--- src/rtl/tungsten_scatter_if.sv ---
// ============================================================================
// Module  : tungsten_scatter_if
// Purpose : Beat input and frame output bundle of the tungsten scatter block.
// Revision: 1.0
// ============================================================================
`default_nettype none

interface tungsten_scatter_if;
  logic       in_valid;
  logic       in_ready;
  logic [7:0] in_sel;
  logic [7:0] in_data;
  logic       clear;
  logic       frame_valid;
  logic       frame_ready;
  logic [7:0] frame_data;
  logic [7:0] cover_mask;
  logic [7:0] collisions;

  modport master (
    output in_valid, in_sel, in_data, clear, frame_ready,
    input  in_ready, frame_valid, frame_data, cover_mask, collisions
  );

  modport slave (
    input  in_valid, in_sel, in_data, clear, frame_ready,
    output in_ready, frame_valid, frame_data, cover_mask, collisions
  );
endinterface

`default_nettype wire

--- src/rtl/tungsten_scatter.sv ---
// ============================================================================
// Module  : tungsten_scatter
// Purpose : Scatters eight lane bits into a frame register at sliding-window
//           addresses and emits the frame once every bit has been written.
// Revision: 1.0
// ============================================================================
`default_nettype none

module tungsten_scatter (
  input  wire                  clk,
  input  wire                  rst,
  tungsten_scatter_if.slave    bus
);

  localparam logic [0:0] c_st_collect = 1'b0;
  localparam logic [0:0] c_st_emit    = 1'b1;

  logic [0:0] r_state;
  logic [0:0] w_state_next;
  logic [7:0] r_frame;
  logic [7:0] r_mask;
  logic [7:0] r_coll;

  logic [2:0] w_addr [8];
  logic [7:0] w_frame_next;
  logic [7:0] w_tgt;
  logic [7:0] w_mask_next;
  logic [3:0] w_distinct;
  logic [3:0] w_drop;
  logic [8:0] w_coll_sum;
  logic [7:0] w_coll_next;
  logic       w_in_ready;
  logic       w_frame_valid;
  logic       w_accept;
  logic       w_emit_hs;

  // Lane k reads the 3-bit window centred on select bit k, wrapping around.
  for (genvar k = 0; k < 8; k++) begin : g_lane
    assign w_addr[k] = {bus.in_sel[(k + 1) % 8], bus.in_sel[k], bus.in_sel[(k + 7) % 8]};
  end

  // Ascending lane order lets the highest-numbered lane win a shared address.
  always_comb begin
    w_frame_next = r_frame;
    w_tgt        = '0;
    for (int k = 0; k < 8; k++) begin
      w_frame_next[w_addr[k]] = bus.in_data[k];
      w_tgt[w_addr[k]]        = 1'b1;
    end
  end

  always_comb begin
    w_distinct = '0;
    for (int a = 0; a < 8; a++) begin
      w_distinct = w_distinct + {3'b000, w_tgt[a]};
    end
  end

  assign w_mask_next = r_mask | w_tgt;
  assign w_drop      = 4'd8 - w_distinct;
  assign w_coll_sum  = {1'b0, r_coll} + {5'b00000, w_drop};
  assign w_coll_next = w_coll_sum[8] ? 8'hFF : w_coll_sum[7:0];

  assign w_accept  = bus.in_valid && w_in_ready;
  assign w_emit_hs = w_frame_valid && bus.frame_ready;

  always_ff @(posedge clk) begin
    if (rst) begin
      r_state <= c_st_collect;
    end else begin
      r_state <= w_state_next;
    end
  end

  always_comb begin
    w_state_next = r_state;
    if (bus.clear) begin
      w_state_next = c_st_collect;
    end else begin
      case (r_state)
        c_st_collect: if (w_accept && (w_mask_next == 8'hFF)) w_state_next = c_st_emit;
        c_st_emit:    if (bus.frame_ready) w_state_next = c_st_collect;
        default:      w_state_next = c_st_collect;
      endcase
    end
  end

  always_comb begin
    w_in_ready    = (r_state == c_st_collect) && !bus.clear;
    w_frame_valid = (r_state == c_st_emit);
  end

  // Clear beats both an accept and a frame handshake on the same edge.
  always_ff @(posedge clk) begin
    if (rst) begin
      r_frame <= '0;
      r_mask  <= '0;
      r_coll  <= '0;
    end else if (bus.clear) begin
      r_mask <= '0;
      r_coll <= '0;
    end else if (w_accept) begin
      r_frame <= w_frame_next;
      r_mask  <= w_mask_next;
      r_coll  <= w_coll_next;
    end else if (w_emit_hs) begin
      r_mask <= '0;
    end
  end

  assign bus.in_ready    = w_in_ready;
  assign bus.frame_valid = w_frame_valid;
  assign bus.frame_data  = r_frame;
  assign bus.cover_mask  = r_mask;
  assign bus.collisions  = r_coll;

endmodule

`default_nettype wire

--- src/flat_wrapper.sv ---
// flat-port wrapper written by rule: the top's interface ports become plain ports
module tungsten_scatter_flat 
  (clk, rst, bus_in_valid, bus_in_sel, bus_in_data, bus_clear, bus_frame_ready, bus_in_ready, bus_frame_valid, bus_frame_data, bus_cover_mask, bus_collisions);
  tungsten_scatter_if bus_i ();
  input  wire clk;
  input  wire rst;
  input wire logic [$bits(bus_i.in_valid)-1:0] bus_in_valid;
  input wire logic [$bits(bus_i.in_sel)-1:0] bus_in_sel;
  input wire logic [$bits(bus_i.in_data)-1:0] bus_in_data;
  input wire logic [$bits(bus_i.clear)-1:0] bus_clear;
  input wire logic [$bits(bus_i.frame_ready)-1:0] bus_frame_ready;
  output wire logic [$bits(bus_i.in_ready)-1:0] bus_in_ready;
  output wire logic [$bits(bus_i.frame_valid)-1:0] bus_frame_valid;
  output wire logic [$bits(bus_i.frame_data)-1:0] bus_frame_data;
  output wire logic [$bits(bus_i.cover_mask)-1:0] bus_cover_mask;
  output wire logic [$bits(bus_i.collisions)-1:0] bus_collisions;
  assign bus_i.in_valid = bus_in_valid;
  assign bus_i.in_sel = bus_in_sel;
  assign bus_i.in_data = bus_in_data;
  assign bus_i.clear = bus_clear;
  assign bus_i.frame_ready = bus_frame_ready;
  assign bus_in_ready = bus_i.in_ready;
  assign bus_frame_valid = bus_i.frame_valid;
  assign bus_frame_data = bus_i.frame_data;
  assign bus_cover_mask = bus_i.cover_mask;
  assign bus_collisions = bus_i.collisions;
  tungsten_scatter u_core (.clk(clk), .rst(rst), .bus(bus_i));
endmodule
--- config.mk ---
export PLATFORM = sky130hd
export DESIGN_NAME = tungsten_scatter_flat
export DESIGN_NICKNAME = d
export VERILOG_FILES = /design/src/rtl/tungsten_scatter_if.sv /design/src/rtl/tungsten_scatter.sv /design/src/flat_wrapper.sv
export SDC_FILE = /design/constraint.sdc
export NUM_CORES = 1
export LEC_CHECK = 0
export CORE_UTILIZATION = 49
export CTS_CLUSTER_DIAMETER = 50
export DETAILED_ROUTE_END_ITERATION = 16
export GPL_TIMING_DRIVEN = 0
export PLACE_DENSITY = 0.87
export SYNTH_ARGS = -nofsm -noshare
export SYNTH_HDL_FRONTEND = slang
export SYNTH_SLANG_ARGS = --single-unit
--- constraint.sdc ---
create_clock -name clk -period 4.6 [get_ports clk]
set_input_delay 0.92 -clock clk [delete_from_list [all_inputs] [get_ports clk]]
set_output_delay 0.92 -clock clk [all_outputs]
set_load 0.03 [all_outputs]
Fig. 1: clock wires, drivers and flops
Drawn at 4 px/µm.
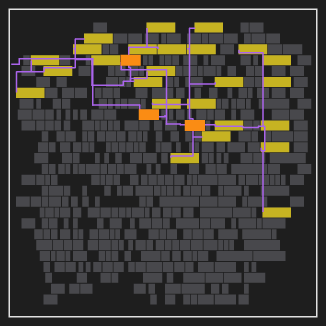
Key: flip-flops = yellow [count 25]; clock-net drivers = orange [count 3]; clock wires = purple [length 294 µm]
There are 4 routed clock nets.
Clock power frac: 0.146
clk pwr: 130 µW
Late-Pin Clk Latency: 270 ps

Fig. 2: signal wires on met3
Drawn at 6 px/µm.
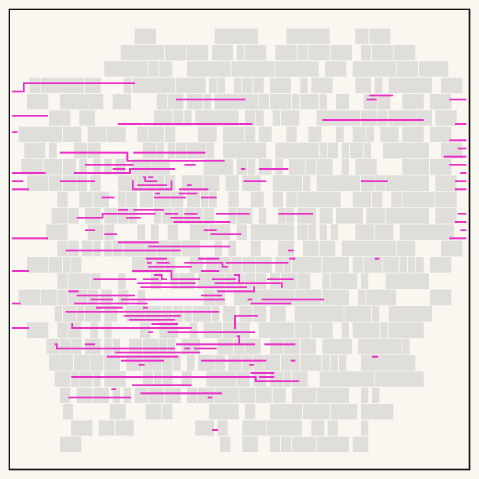
The longest straight run is 30.6 µm. The wires run mostly horizontal. The layer holds 8.8% of the routed length. 100 nets have wire on it. The layer carries 787 µm of wire.
final wirelength: 8970 µm
GR Util met3: 0.0323

Fig. 3: cell area per tile
Drawn at 4 px/µm. The die is cut into 8 by 8 equal tiles; white is low, dark blue is high, 0 to 100% covered.
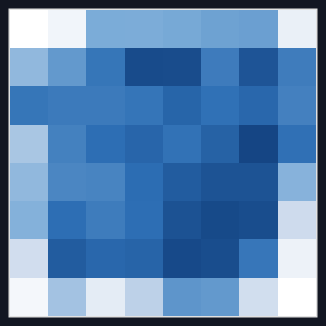
3.1% of the tiles are nearly empty. The fullest tile reaches 92%. The mean over all tiles is 60%. 33% of the tiles are over 75% full.
FP Util: 0.519
fin util: 0.686

==> Slide: Implementation Results <==
Implementation Results

Synthesis
  – Syn_nets: 417
  – Distinct cell type count after synthesis: 64
  – Top logic family: AND-OR/OR-AND gates
  – Yosys xor share: 0.0129
  – Adder Area Share: 0.0847
  – Area leader share: 0.184
  – Flops after synth: 25
  – Sequential-to-total area share from yosys stat: 0.184
  – Mean Syn Cell Area: 7.15 µm²
  – Post-synth EDFFs: 0
  – Synth Instances: 380
  – Synth warn: 0
  – Synth top area cells: dfxtp_1, a21oi_1, ha_1
  – Count leader, synth: a21oi_1
  – Cells in synth_stat.txt: 380
  – Yosys aoi share: 0.341

Outcome
  – Status: complete, but fails checks
  – Violated checks: negative setup slack

STA
  – Setup slack after layout: -169 ps
  – Layout Skew: 8.80 ps
  – Finish-stage setup viols: 5
  – Setup TNS: -448 ps
  – Final hold viol count: 0
  – Final period util: 1.04
  – Slew Limit Headroom: 0.697
  – RSZ-0062 raised after global routing: yes
  – Minimum clock period after layout: 4770 ps
  – Hold Slack: 476 ps
  – Maximum clock frequency: 210 MHz
  – Tightest Pin Transition: 454 ps

Critical path
  – Critical path's top delay family: adder cells
  – Largest stage delay, worst path: 560 ps
  – WP buf/inv: 5
  – Critical path, cell by cell: buf_8 > buf_8 > nor2b_4 > o21ai_2 > or4b_4 > fa_2 > inv_2 > ha_4 > fa_1 > inv_2 > fa_2 > inv_2 > ha_4 > a21o_1 > a21oi_2 > nor2b_1 > o211a_1 > a31oi_1 > nor3_2
  – Worst setup SP type: input port
  – Worst reg2reg startpoint: u_core.bus.collisions[0]
  – Worst path slowest cell: fa_2
  – CP Class: input port to flop
  – Worst path arrival time: 4930 ps
  – Crit path top cell by count: inv_2
  – Critical Path Source: bus_in_sel[6]
  – Crit-path max FO: 4

Clock network
  – CTS H-tree depth: 1
  – PostCTS Resize Cnt: 44
  – Clock root cell: clkbuf_8
  – Setup Fix Bufs, Post-CTS: 12
  – CTS Hold Bufs: 0
  – CTS tree: yes
  – Clock-pin slew on the worst setup and hold paths: 90 ps

Placement
  – Final GP Congestion: 1.01
  – Port bufs: 44
  – Setup WS pre-CTS: -1020 ps
  – Placed Cells incl. Taps: 494
  – Post-DP HPWL: 6330 µm

Worst hold path
  – Worst Hold Launch: u_core.bus.frame_data[4]
  – Hold Crit Class: flop to flop

Final layout
  – Share of cells above drive strength 1: 0.208
  – Buffers, non-clock: 87
  – Dominant logic cell types in the final layout: a21oi_1, clkdlybuf4s50_1, nor2_1, nand2_1, dfxtp_1
  – Non-clk buf share: 0.206
  – MI comb cells: 300
  – Design area: 0.00359 mm²
  – Area growth from synthesis to layout: 32.3%
  – Inserted Diodes: 0
  – Logic area: 0.00212 mm²
  – Largest area class, layout: multi-input combinational cells
  – Layout clock area frac: 0.0129
  – Nets@finish: 480

Drt
  – DRC viols: 0
  – Post-DR vias/cell: 6.34
  – DR WL/cell: 17.5 µm

Die
  – IO Pins: 47
  – Core Area: 0.00524 mm²
  – Die ar.: 0.00585 mm²
  – Die height: 76.5 µm
  – Die Span X: 76.5 µm
  – Std cell rows: 26

Power
  – Switching Share: 0.410
  – Leakage power: 1.38 nW
  – Combinational power: 527 µW
  – P_seq: 232 µW
  – Sw power: 365 µW
  – Internal: 525 µW
  – Power Density: 247 mW/mm²
  – Total power: 889 µW

Global routing
  – First-pass GRT wire length: 14300 µm
  – Tot GR Track Use: 0.299

Job
  – Max-Cap Viols: 0
  – Tool warnings: 29
Fig. 4: clock wiring as the flow saved it
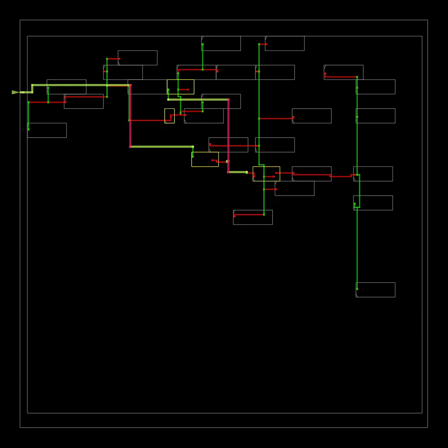
Num CTS Buffers: 3
clkbuf count: 3
# clock sinks: 25

Fig. 5: signal wires on met1
Drawn at 4 px/µm. Supply wires on this layer in gray.
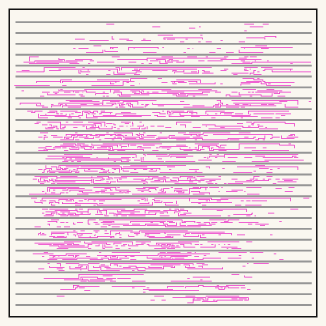
The wires run mostly horizontal. The longest straight run is 25.8 µm.
grt met1 use: 0.370
via count: 3247

## flip-flops by register name (all words and copies together) (netlist names)
signal / flops
u_core.bus.collisions: 8
u_core.bus.cover_mask: 8
u_core.bus.frame_data: 8
u_core.bus.frame_valid: 1
## layer usage
layer,vias up,wire length (µm),global-route usage
met2,218,4420,0.525
met1,1491,3430,0.370
met3,39,786,0.0323
met4,0,330,0.119
li1,1499,-,-
met5,-,0,0
## final timing paths
kind / depth (start not counted) / to / slack, ps
worst min-delay path: 2 / u_core.bus.frame_data[4] / 480
worst max register to register: 9 / u_core.bus.collisions[6] / 2700
worst min register to register: 2 / u_core.bus.frame_data[4] / 480
worst max-delay path: 19 / u_core.bus.collisions[7] / -170
Power figures rest on the tool's default switching activity, not on a simulated workload.
